--- src/rtl/lut8_cfg_pkg.sv ---
// Shared definitions for the reprogrammable LUT8 stage.
//   LUT_BITS      : truth-table size in bits (8 select inputs).
//   cfg_state_e   : load sequencer states.
//   num_words()   : config words per full table load for a given word width.
//   cnt_width()   : width of the word counter, never narrower than 1 bit.
package lut8_cfg_pkg;

  localparam int LUT_BITS = 256;

  typedef enum logic [1:0] {
    IDLE   = 2'd0,
    LOAD   = 2'd1,
    COMMIT = 2'd2
  } cfg_state_e;

  function automatic int num_words(input int word_w);
    return LUT_BITS / word_w;
  endfunction

  function automatic int cnt_width(input int word_w);
    int n;
    n = num_words(word_w);
    return (n <= 2) ? 1 : $clog2(n);
  endfunction

endpackage

--- src/rtl/lut8_cfg_loader_if.sv ---
// Configuration bus of lut8_cfg_loader.
//   CFG_START : begin (or restart) a table load
//   CFG_VALID : CFG_DATA carries a word
//   CFG_DATA  : config word, word k fills table bits [k*WORD_W +: WORD_W]
//   CFG_READY : loader accepts a word this cycle
//   CFG_DONE  : one-cycle pulse, new table active
//   CFG_ERR   : one-cycle pulse, load aborted by restart
//   RB_DATA   : registered readback of the active table word at the counter,
//               present only when LUT8_CFG_READBACK_EN is defined
// master = config source, slave = loader.
interface lut8_cfg_loader_if #(
  parameter int WORD_W = 8
);
  logic              CFG_START;
  logic              CFG_VALID;
  logic [WORD_W-1:0] CFG_DATA;
  logic              CFG_READY;
  logic              CFG_DONE;
  logic              CFG_ERR;
`ifdef LUT8_CFG_READBACK_EN
  logic [WORD_W-1:0] RB_DATA;
`endif

  modport master (
    output CFG_START,
    output CFG_VALID,
    output CFG_DATA,
    input  CFG_READY,
    input  CFG_DONE,
    input  CFG_ERR
`ifdef LUT8_CFG_READBACK_EN
    , input RB_DATA
`endif
  );

  modport slave (
    input  CFG_START,
    input  CFG_VALID,
    input  CFG_DATA,
    output CFG_READY,
    output CFG_DONE,
    output CFG_ERR
`ifdef LUT8_CFG_READBACK_EN
    , output RB_DATA
`endif
  );

endinterface

--- src/rtl/lut8_table.sv ---
// Active truth table and registered lookup of the LUT8 stage.
//   clk, srst : clock, synchronous active-high reset (table -> INIT, z -> 0)
//   commit    : copy shadow into the active table on this edge
//   shadow    : fully loaded table from the loader
//   sel       : lookup index {H,G,F,E,D,C,B,A}
//   en        : lookup enable, z holds when low
//   z         : registered lookup result
//   active    : active table (only with LUT8_CFG_READBACK_EN, for readback)
// The lookup and the commit share one edge; the lookup reads active_reg
// before the update, so the commit edge still returns the old table and a
// half-written table can never be observed.
module lut8_table
  import lut8_cfg_pkg::*;
#(
  parameter logic [LUT_BITS-1:0] INIT = '0
) (
  input  logic                clk,
  input  logic                srst,
  input  logic                commit,
  input  logic [LUT_BITS-1:0] shadow,
  input  logic [7:0]          sel,
  input  logic                en,
`ifdef LUT8_CFG_READBACK_EN
  output logic [LUT_BITS-1:0] active,
`endif
  output logic                z
);

  logic [LUT_BITS-1:0] active_reg;
  logic                z_reg;

  always_ff @(posedge clk) begin
    if (srst) begin
      active_reg <= INIT;
      z_reg      <= 1'b0;
    end else begin
      if (commit) begin
        active_reg <= shadow;
      end
      if (en) begin
        z_reg <= active_reg[sel];
      end
    end
  end

`ifdef LUT8_CFG_READBACK_EN
  assign active = active_reg;
`endif
  assign z = z_reg;

endmodule

--- src/rtl/lut8_cfg_loader.sv ---
// Runtime-reprogrammable LUT8: the 256-bit truth table is streamed in as
// WORD_W-bit words into a shadow register and committed atomically.
//   CK        : clock, rising edge
//   LSR       : synchronous active-high reset
//   A..H      : lookup select, A = LSB, H = MSB
//   EN        : lookup enable
//   Z         : registered lookup result (1-cycle latency)
//   cfg       : configuration bus (lut8_cfg_loader_if.slave)
// Parameters: INIT (table after reset), WORD_W (1,2,4,8,16,32).
// Optional macro LUT8_CFG_READBACK_EN adds cfg.RB_DATA, a registered copy of
// the active table word addressed by the word counter.
module lut8_cfg_loader
  import lut8_cfg_pkg::*;
#(
  parameter logic [LUT_BITS-1:0] INIT   = '0,
  parameter int                  WORD_W = 8
) (
  input  logic             CK,
  input  logic             LSR,
  input  logic             A,
  input  logic             B,
  input  logic             C,
  input  logic             D,
  input  logic             E,
  input  logic             F,
  input  logic             G,
  input  logic             H,
  input  logic             EN,
  output logic             Z,
  lut8_cfg_loader_if.slave cfg
);

  localparam int NUM_WORDS = num_words(WORD_W);
  localparam int CNT_W     = cnt_width(WORD_W);

  if (!(WORD_W == 1 || WORD_W == 2 || WORD_W == 4 ||
        WORD_W == 8 || WORD_W == 16 || WORD_W == 32)) begin : g_bad_word_w
    $error("lut8_cfg_loader: WORD_W must be 1, 2, 4, 8, 16 or 32");
  end

  cfg_state_e          state_reg, state_next;
  logic [CNT_W-1:0]    cnt_reg, cnt_next;
  logic [LUT_BITS-1:0] shadow_reg;
  logic                done_reg, done_next;
  logic                err_reg, err_next;
  logic                ready;
  logic                word_we;
  logic                commit;
  logic [NUM_WORDS-1:0] word_wr;

  // Sequencer. A restart in LOAD takes priority over a same-cycle word so
  // the word is dropped and counting starts over from word 0.
  always_comb begin
    state_next = state_reg;
    cnt_next   = cnt_reg;
    done_next  = 1'b0;
    err_next   = 1'b0;
    ready      = 1'b0;
    word_we    = 1'b0;
    commit     = 1'b0;
    case (state_reg)
      IDLE: begin
        if (cfg.CFG_START) begin
          state_next = LOAD;
          cnt_next   = '0;
        end
      end
      LOAD: begin
        ready = 1'b1;
        if (cfg.CFG_START) begin
          cnt_next = '0;
          err_next = 1'b1;
        end else if (cfg.CFG_VALID) begin
          word_we = 1'b1;
          // Counter parks at the last word instead of wrapping.
          if (cnt_reg == CNT_W'(NUM_WORDS - 1)) begin
            state_next = COMMIT;
          end else begin
            cnt_next = cnt_reg + CNT_W'(1);
          end
        end
      end
      COMMIT: begin
        commit     = 1'b1;
        done_next  = 1'b1;
        state_next = IDLE;
      end
      default: begin
        state_next = IDLE;
      end
    endcase
  end

  always_ff @(posedge CK) begin
    if (LSR) begin
      state_reg <= IDLE;
      cnt_reg   <= '0;
      done_reg  <= 1'b0;
      err_reg   <= 1'b0;
    end else begin
      state_reg <= state_next;
      cnt_reg   <= cnt_next;
      done_reg  <= done_next;
      err_reg   <= err_next;
    end
  end

  // One write strobe per shadow word.
  for (genvar gi = 0; gi < NUM_WORDS; gi++) begin : g_word_wr
    assign word_wr[gi] = word_we && (cnt_reg == CNT_W'(gi));
  end

  // Reset reloads INIT so a load interrupted by reset leaves nothing behind.
  always_ff @(posedge CK) begin
    if (LSR) begin
      shadow_reg <= INIT;
    end else begin
      for (int i = 0; i < NUM_WORDS; i++) begin
        if (word_wr[i]) begin
          shadow_reg[i*WORD_W +: WORD_W] <= cfg.CFG_DATA;
        end
      end
    end
  end

`ifdef LUT8_CFG_READBACK_EN
  logic [LUT_BITS-1:0] active;
`endif

  lut8_table #(
    .INIT (INIT)
  ) u_table (
    .clk    (CK),
    .srst   (LSR),
    .commit (commit),
    .shadow (shadow_reg),
    .sel    ({H, G, F, E, D, C, B, A}),
    .en     (EN),
`ifdef LUT8_CFG_READBACK_EN
    .active (active),
`endif
    .z      (Z)
  );

`ifdef LUT8_CFG_READBACK_EN
  // Readback follows the counter value being loaded this edge, so after an
  // accepted word it already shows the old table's next word.
  logic [WORD_W-1:0] active_words [NUM_WORDS];
  logic [WORD_W-1:0] rb_data_reg;

  for (genvar gi = 0; gi < NUM_WORDS; gi++) begin : g_rb_words
    assign active_words[gi] = active[gi*WORD_W +: WORD_W];
  end

  always_ff @(posedge CK) begin
    if (LSR) begin
      rb_data_reg <= '0;
    end else begin
      rb_data_reg <= active_words[cnt_next];
    end
  end

  assign cfg.RB_DATA = rb_data_reg;
`endif

  assign cfg.CFG_READY = ready;
  assign cfg.CFG_DONE  = done_reg;
  assign cfg.CFG_ERR   = err_reg;

endmodule

--- src/flat_wrapper.sv ---
// flat-port wrapper written by rule: the top's interface ports become plain ports
module lut8_cfg_loader_flat import lut8_cfg_pkg::*;
#(
  parameter logic [LUT_BITS-1:0] INIT   = '0,
  parameter int                  WORD_W = 8
)
  (CK, LSR, A, B, C, D, E, F, G, H, EN, Z, cfg_CFG_START, cfg_CFG_VALID, cfg_CFG_DATA, cfg_CFG_READY, cfg_CFG_DONE, cfg_CFG_ERR);
  lut8_cfg_loader_if #(.WORD_W(WORD_W)) cfg_i ();
  input  logic CK;
  input  logic LSR;
  input  logic A;
  input  logic B;
  input  logic C;
  input  logic D;
  input  logic E;
  input  logic F;
  input  logic G;
  input  logic H;
  input  logic EN;
  output logic Z;
  input wire logic [$bits(cfg_i.CFG_START)-1:0] cfg_CFG_START;
  input wire logic [$bits(cfg_i.CFG_VALID)-1:0] cfg_CFG_VALID;
  input wire logic [$bits(cfg_i.CFG_DATA)-1:0] cfg_CFG_DATA;
  output wire logic [$bits(cfg_i.CFG_READY)-1:0] cfg_CFG_READY;
  output wire logic [$bits(cfg_i.CFG_DONE)-1:0] cfg_CFG_DONE;
  output wire logic [$bits(cfg_i.CFG_ERR)-1:0] cfg_CFG_ERR;
  assign cfg_i.CFG_START = cfg_CFG_START;
  assign cfg_i.CFG_VALID = cfg_CFG_VALID;
  assign cfg_i.CFG_DATA = cfg_CFG_DATA;
  assign cfg_CFG_READY = cfg_i.CFG_READY;
  assign cfg_CFG_DONE = cfg_i.CFG_DONE;
  assign cfg_CFG_ERR = cfg_i.CFG_ERR;
  lut8_cfg_loader #(.INIT(INIT), .WORD_W(WORD_W)) u_core (.CK(CK), .LSR(LSR), .A(A), .B(B), .C(C), .D(D), .E(E), .F(F), .G(G), .H(H), .EN(EN), .Z(Z), .cfg(cfg_i));
endmodule
--- config.mk ---
export PLATFORM = sky130hd
export DESIGN_NAME = lut8_cfg_loader_flat
export DESIGN_NICKNAME = d
export VERILOG_FILES = /design/src/rtl/lut8_cfg_pkg.sv /design/src/rtl/lut8_cfg_loader_if.sv /design/src/rtl/lut8_table.sv /design/src/rtl/lut8_cfg_loader.sv /design/src/flat_wrapper.sv
export SDC_FILE = /design/constraint.sdc
export NUM_CORES = 1
export LEC_CHECK = 0
export CAP_MARGIN = 10
export CORE_ASPECT_RATIO = 0.8
export CORE_UTILIZATION = 31
export CTS_CLUSTER_DIAMETER = 120
export DETAILED_ROUTE_END_ITERATION = 10
export GPL_TIMING_DRIVEN = 0
export HOLD_SLACK_MARGIN = 0.05
export SLEW_MARGIN = 5
export SYNTH_ARGS = -nofsm -noshare
export SYNTH_HDL_FRONTEND = slang
export SYNTH_SLANG_ARGS = --single-unit
--- constraint.sdc ---
create_clock -name CK -period 3.1 [get_ports CK]
set_input_delay 0.775 -clock CK [delete_from_list [all_inputs] [get_ports CK]]
set_output_delay 0.775 -clock CK [all_outputs]
set_load 0.01 [all_outputs]
Run 1, congestion heat map:
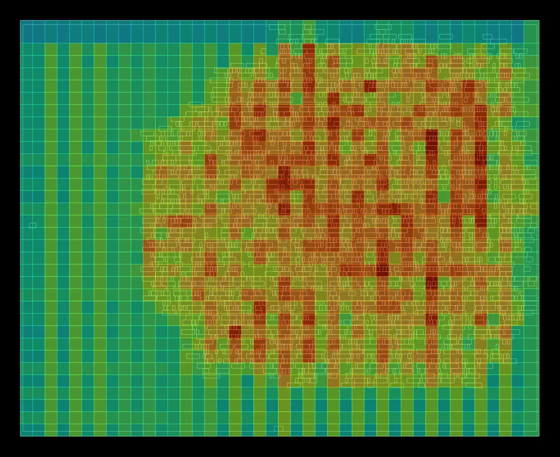
met3 GRT Util: 3.00%
GRT Total Usage: 18.8%
wire per inst: 19.4 um
grt met1 use: 28.0%
GR peak layer: met1

Run 1, cell density map:
29 x 23 tiles, from black (low) to pale yellow (high), 0 to 100% covered.
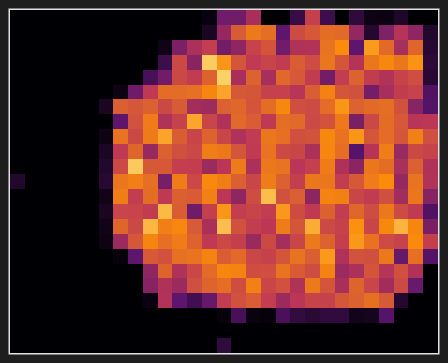
tiles over 75% full: 3.4%
fullest tile: 90%
emptiest ninth of the die: bottom left
mean over tiles: 34%
nearly empty tiles: 36%
core area: 66000 um^2
Util after Layout: 36.1%
floorplan utilization: 31.5%

==> ci_impl_report.md, run 1 <==
## PnR job results

| Metric | Value |
|---|---|
| Layout Skew | `0.0172 ns` |
| Achievable frequency | `~350 MHz` |
| Hold Path Origin | `u_core.shadow_reg[67]$_SDFFE_PP0P_` |
| Postcts setup bufs | `0` |
| Worst-margin pin slew | `1.13 ns` |
| Top logic cell by instance count in the layout | `nand2_1` |
| Synth unique cells | `53` |
| Finish-stage setup viols | `0` |
| Detailed Route Iter0 Violations | `1475` |
| Crit path arrival time | `between 3 and 4 ns` |
| CP dominant cell by count | `clkbuf_1` |
| Critical Path Fanout Max | `10` |
| Dominant logic cell types in the final layout | `629 x nand2_1, 522 x dfxtp_1, 361 x a21oi_1` |
| Status | `finished, final reports clean` |
| Ys cells | `2353` |
| Hold Crit Class | `flip-flop to flip-flop` |
| Path length in cells of the critical path | `5` |
| Reg-to-reg critical path startpoint | `u_core.cnt_reg[0]$_SDFFE_PP0P_` |
| CTS HTree Levels | `2` |
| Mi-comb count | `around 1600` |
| Hold depth | `2` |
| Fill cell count | `6849` |
| Total Power | `13.9 mW` |
| Avg Inst Size Synth | `~9 um^2` |
| Critical Path Slowest Stage Cell | `clkbuf_1` |
| Register Area | `10500 um^2` |
| YS warnings | `0` |
| Post-CTS Resized | `0` |
| Fin nets | `2455` |
Run 1, cells colored by class:
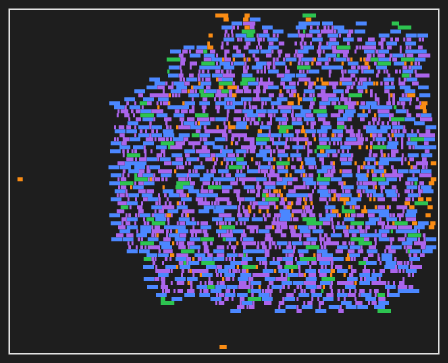
legend:
  orange:
    class: remaining buffers and delay cells
    cells: 213
    share_of_their_area: 4.6%
  purple:
    class: remaining logic cells
    cells: 1637
    share_of_their_area: 42%
  green:
    class: clock drivers and dummy loads
    cells: 99
    share_of_their_area: 7.9%
  blue:
    class: registers
    cells: 522
    share_of_their_area: 46%
Finished Cell Area: 23900 um^2
Rows: 84
Seq area share: 43.8%

Run 1, where the registers sit:
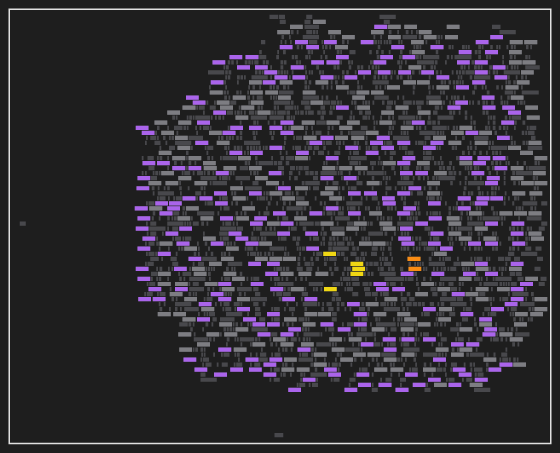
legend:
  purple:
    signal: `u_core.shadow_reg`
    flops: 256
  orange:
    signal: `u_core.state_reg`
    flops: 2
  yellow:
    signal: `u_core.cnt_reg`
    flops: 5

## run 1: routing by layer
metal / GRT usage, % / vias up / share of wire [%]
met2: 27.8 / 623 / 42
met5: 0 / - / 0
li1: - / 8124 / -
met1: 28.0 / 8229 / 48
met3: 3.00 / 73 / 7.8
met4: 4.64 / 0 / 1.8
## run 1: power groups by stage
stage / Sequential [mW] / Clock (mW) / Combinational, mW
6_report: 6.72 / 6.58 / 0.581
5_1_grt: 6.71 / 6.97 / 0.597
4_1_cts: 6.72 / 6.66 / 0.571
3_5_place_dp: 6.87 / 0 / 0.569
3_3_place_gp: 6.87 / 0 / 0.571
2_1_floorplan: 6.87 / 0 / 0.292
## run 1: logic make-up after synthesis
family,synth area share [%]
compound gates,10.5
fa+ha+maj,0.361
buf+inv,4.27
flops,50.3
mux,15.4
simple gates,19.2
## run 1: synthesized netlist by cell type, types with 4 or more instances
cell type | count | area (um^2)
nand2_1 | 629 | 2360
ha_1 | 6 | 75.1
buf_6 | 5 | 56.3
a211oi_1 | 7 | 52.6
clkbuf_8 | 6 | 82.6
mux4_2 | 46 | 1040
dfxtp_1 | 522 | 10500
nand3_1 | 98 | 490
a21oi_1 | 361 | 1810
inv_1 | 6 | 22.5
a22o_1 | 9 | 78.8
nand2b_1 | 4 | 25.0
o221ai_1 | 4 | 35.0
nor2_1 | 184 | 691
nor2b_1 | 11 | 68.8
mux2i_1 | 189 | 1890
mux4_1 | 10 | 263
buf_2 | 14 | 70.1
clkbuf_1 | 150 | 563
and3_1 | 7 | 43.8
buf_1 | 15 | 56.3
a31oi_1 | 5 | 31.3
nand3_2 | 13 | 130
## Run 2: what changed since run 1
Settings changed: TNS_END_PERCENT set to 20.
Run 2, cells by drive strength:
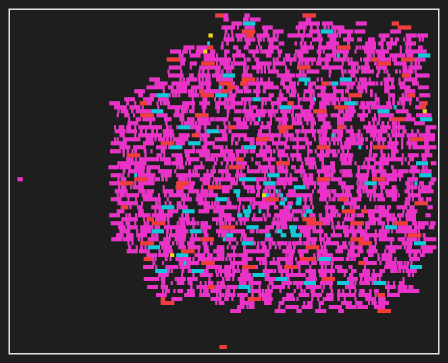
legend:
  cyan:
    size: x2
    cells: 92
    share: 3.7%
  red:
    size: x6 and larger
    cells: 89
    share: 3.6%
  magenta:
    size: x1 and smaller
    cells: 2285
    share: 92%
  yellow:
    size: x3 and x4
    cells: 5
    share: 0.20%
Plain + repair buffers: 213
worst setup margin: 0.276 ns
synth-to-layout area growth: 14.8%

Run 2, cell density map:
29 x 23 tiles, from black (low) to pale yellow (high), 0 to 100% covered.
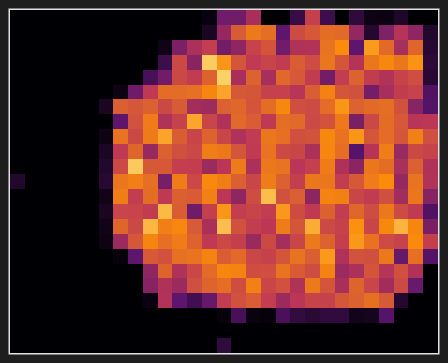
fullest tile: 90%
nearly empty tiles: 36%
mean over tiles: 34%

==> run 2 against run 1 <==
Non-clock buffer count stayed put. Largest cell class unchanged. Clock skew stayed put. Via count stayed put. Sequential power hardly changed. Highest routed layer unchanged. Largest power group unchanged. Die area stayed put. Global-route usage stayed put. Cell area stayed put.
==> ci_impl_report.md, run 2 <==
## PnR job results

| Metric | Value |
|---|---|
| Floorplan utilization | `31.5%` |
| Met3 WL | `5070 um` |
| Crit path arrival time | `3.27 ns` |
| Top sig layer | `met4` |
| Detailed Route Iter0 Violations | `around 1500` |
| GR peak layer | `met1` |
| Area leader, netlist | `dfxtp_1` |
| Vias | `about 17000` |
| Met1 WL | `31200 um` |
| GRT Total Usage | `around a fifth` |
| Fill cell count | `6849` |
| Finished Cell Area | `between 20000 and 25000 um^2` |
| Layout cells sized above 1 | `under 10%` |
| Top cells by count | `629 x nand2_1, 522 x dfxtp_1, 361 x a21oi_1, 189 x mux2i_1, 184 x nor2_1` |
| Main logic family | `simple AND/OR/NAND/NOR gates` |
| CTS HTree Levels | `2` |
| Core area | `66000 um^2` |
| Met3 GRT Util | `3.00%` |
| Area after DPL | `22000 um^2` |
| Ys cells | `2353` |
| Util after Layout | `36.1%` |
| Worst-margin pin slew | `1.13 ns` |
| XOR Share, Synth | `0%` |
| Wire per inst | `roughly 19 um` |
| P per Cell Area | `582 nW/um^2` |
| Simple Share, Synth | `between 10% and 20%` |
| Post-CTS Resized | `0` |
| Layout Skew | `0.0172 ns` |
| Period minus WS final | `2.82 ns` |
| Avg Inst Size Synth | `8.83 um^2` |
| Dominant logic cell types in the final layout | `629 x nand2_1, 522 x dfxtp_1, 361 x a21oi_1` |
| Area contributors post-synth | `dfxtp_1 50%, nand2_1 11%, mux2i_1 9.1%, a21oi_1 8.7%, mux4_2 5.0%` |
| Mux cell area share | `15.4%` |
| Most frequent cell after synthesis | `nand2_1` |
| Top-area cell share | `50.3%` |
| Achievable frequency | `354 MHz` |
| AO/OA Area Share | `between 10% and 20%` |
| Hold Crit Class | `flip-flop to flip-flop` |
| Postcts setup bufs | `0` |
| Adder Share, Synth | `0.361%` |
| Grt met1 use | `28.0%` |
| Rows | `84` |
| Status | `finished, final reports clean` |
| YS warnings | `0` |
| Met2 WL | `around 27000 um` |
| Top logic cell by instance count in the layout | `nand2_1` |
| Finish-stage setup viols | `0` |
| Fin nets | `~2500` |
run 2: cell counts after synthesis:
Identical to the previous run, type by type.
run 2: layout make-up:
class                           instances  area, um^2  area share [%]
Multi-Input combinational cell       1631        9440            39.6
Tap cell                              860        1080            4.51
Clock inverter                         16         143           0.598
Buffer                                194         866            3.63
Clock buffer                           83        1660            6.97
Inverter                                6        22.5          0.0944
Timing Repair Buffer                   19         190           0.797
Sequential cell                       522       10500            43.8
run 2: final timing paths:
path / startpoint / end / cells after the start
worst max-delay path: LSR / u_core.shadow_reg[175]$_SDFFE_PP0P_ / 5
worst min-delay path: u_core.shadow_reg[67]$_SDFFE_PP0P_ / u_core.u_table.active_reg[67]$_SDFFE_PP0P_ / 2
worst max register to register: u_core.cnt_reg[0]$_SDFFE_PP0P_ / u_core.shadow_reg[253]$_SDFFE_PP0P_ / 8
worst min register to register: u_core.shadow_reg[67]$_SDFFE_PP0P_ / u_core.u_table.active_reg[67]$_SDFFE_PP0P_ / 2
run 2: worst max-delay path, stage by stage:
cell and delay [ns]:
clkdlybuf4s50_1 0.55, clkbuf_1 0.41, clkbuf_1 0.73, clkbuf_1 0.70
a21oi_1 0.09
run 2: through the flow:
stage / total power [mW] / worst slack (ns)
2_1_floorplan: 7.16 / 0.730
3_3_place_gp: 7.44 / -0.276
3_5_place_dp: 7.44 / -0.283
4_1_cts: 13.9 / 0.287
5_1_grt: 14.3 / 0.232
6_report: 13.9 / 0.276
run 2: where the power goes:
| group | leakage (nW) | internal (mW) | switching, mW |
|---|---|---|---|
| registers | 4.20 | 6.71 | 0.00464 |
| clock network | 0.896 | 3.84 | 2.73 |
| logic | 3.69 | 0.137 | 0.443 |
| total | 8.79 | 10.7 | 3.18 |
## Run 3: what changed since run 2
Settings changed: CORE_UTILIZATION 31 to 30.
Run 3, where the registers sit:
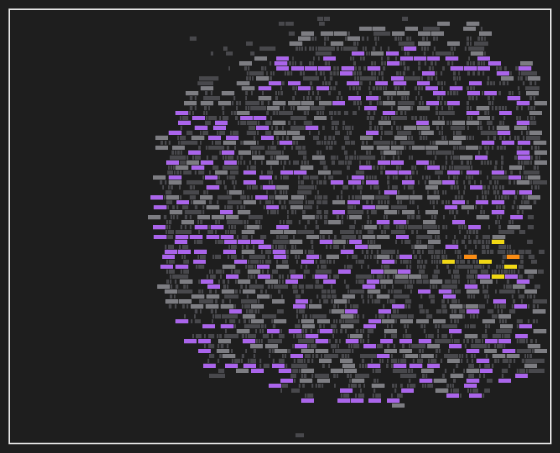
legend:
  orange:
    signal: `u_core.state_reg`
    flops: 2
  purple:
    signal: `u_core.shadow_reg`
    flops: 256
  yellow:
    signal: `u_core.cnt_reg`
    flops: 5
    where: right middle
Util after Layout: 35.2%
Register Area: 10500 um^2

Run 3, cells by drive strength:
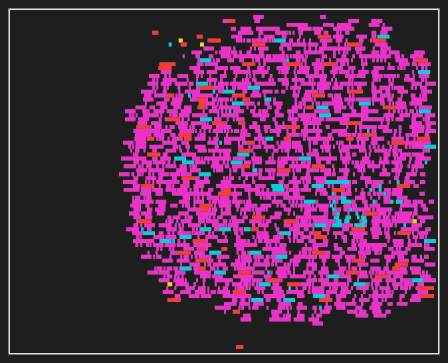
legend:
  yellow:
    size: x3 and x4
    cells: 4
    share: 0.16%
  cyan:
    size: x2
    cells: 93
    share: 3.8%
  magenta:
    size: x1 and smaller
    cells: 2292
    share: 93%
  red:
    size: x6 and larger
    cells: 85
    share: 3.4%

==> run 3 against run 2 <==
Setup slack worse by 0.10 ns. Cell area is 0.23% higher. Sequential power hardly changed. Count of clock-buffer cells in the layout is 3 higher. Via count is 0.26% lower. Synthesized area stayed put. Critical endpoint is now u_core.cfg.CFG_DONE$_SDFF_PP0_. Largest cell class unchanged.
==> ci_impl_report.md, run 3 <==
## PnR job results

| Metric | Value |
|---|---|
| Status | `finished, final reports clean` |
| Post-CTS Resized | `0` |
| P per Cell Area | `580 nW/um^2` |
| Postcts setup bufs | `0` |
| Clock buffer cells | `86` |
| Total Power | `13.9 mW` |
| Wire per inst | `19.2 um` |
| Area after DPL | `between 20000 and 25000 um^2` |
| Fin nets | `between 2000 and 2500` |
| Flip-flops | `522` |
| Most frequent cell after synthesis | `nand2_1` |
| Worst Path Buf+Inv | `4` |
| Leading cell kind | `sequential cells` |
| Crit path arrival time | `3.38 ns` |
| Fill cell count | `7039` |
| Critical Path Slowest Stage Cell | `clkbuf_1` |
| Synth-to-layout area growth | `15.0%` |
| Achievable frequency | `342 MHz` |
| Dominant logic cell types in the final layout | `629 x nand2_1, 522 x dfxtp_1, 361 x a21oi_1` |
| Layout cells sized above 1 | `~7.4%` |
| Rows | `85` |
| Avg Inst Size Synth | `8.83 um^2` |
| Combinational share of cell area | `39.5%` |
| Delay-heaviest family, CP | `buffers and inverters` |
| Period minus WS final | `2.93 ns` |
| CP dominant cell by count | `clkbuf_1` |
| Finish-stage setup viols | `0` |
| ClkCell Share | `7.50%` |
| Top cells by count | `629 x nand2_1, 522 x dfxtp_1, 361 x a21oi_1, 189 x mux2i_1, 184 x nor2_1` |
| Worst-path cell chain | `clkdlybuf4s50_1, clkbuf_1, clkbuf_1, clkbuf_1, nor2_1` |
| Logic pwr share | `between 4 and 5%` |
| Top logic cell by instance count in the layout | `nand2_1` |
| Plain + repair buffers | `213` |
| Area leader, netlist | `dfxtp_1` |
| Sw frac | `23.1%` |
run 3: path summary, 6_finish.rpt:
path / depth (start not counted) / end / start / slack [ns]
max: 5 / u_core.cfg.CFG_DONE$_SDFF_PP0_ / LSR / 0.17
min: 2 / u_core.u_table.active_reg[143]$_SDFFE_PP0P_ / u_core.shadow_reg[143]$_SDFFE_PP0P_ / 0.45
max reg2reg: 6 / u_core.u_table.active_reg[241]$_SDFFE_PP0P_ / u_core.state_reg[0]$_SDFFE_PP0P_ / 0.50
min reg2reg: 2 / u_core.u_table.active_reg[143]$_SDFFE_PP0P_ / u_core.shadow_reg[143]$_SDFFE_PP0P_ / 0.45
run 3: cell families (layout without fill, tap and decap cells):
logic type               after synthesis  in the layout  share of synthesized area (%)
multiplexers                         245            245                           15.4
AND-OR/OR-AND                        408            408                           10.5
buffers and inverters                200            321                           4.27
flip-flops                           522            522                           50.3
AND/OR/NAND/NOR                      972            972                           19.2
adder cells (fa/ha/maj)                6              6                          0.361
run 3: power groups by stage:
stage | combinational (mW) | sequential, mW | clock [mW]
floorplan | 0.292 | 6.87 | 0
CTS | 0.556 | 6.72 | 6.65
finish | 0.567 | 6.72 | 6.58
global placement | 0.555 | 6.87 | 0
detailed placement | 0.554 | 6.87 | 0
global route | 0.586 | 6.71 | 6.95
run 3: metal layers:
layer / track usage, % / vias to the layer above / wire, um
met5: 0 / - / 0
met1: 27.3 / 8211 / 31300
met4: 5.59 / 0 / 1530
li1: - / 8097 / -
met2: 25.3 / 601 / 26500
met3: 4.45 / 95 / 5690
run 3: worst min-delay path, delay by kind of cell (launching register included):
family / cells / cell delay, ns
AND/OR/NAND/NOR: 1 / 0.05
flip-flops: 1 / 0.31
AND-OR/OR-AND: 1 / 0.05
Power and IR drop assume default switching activity.
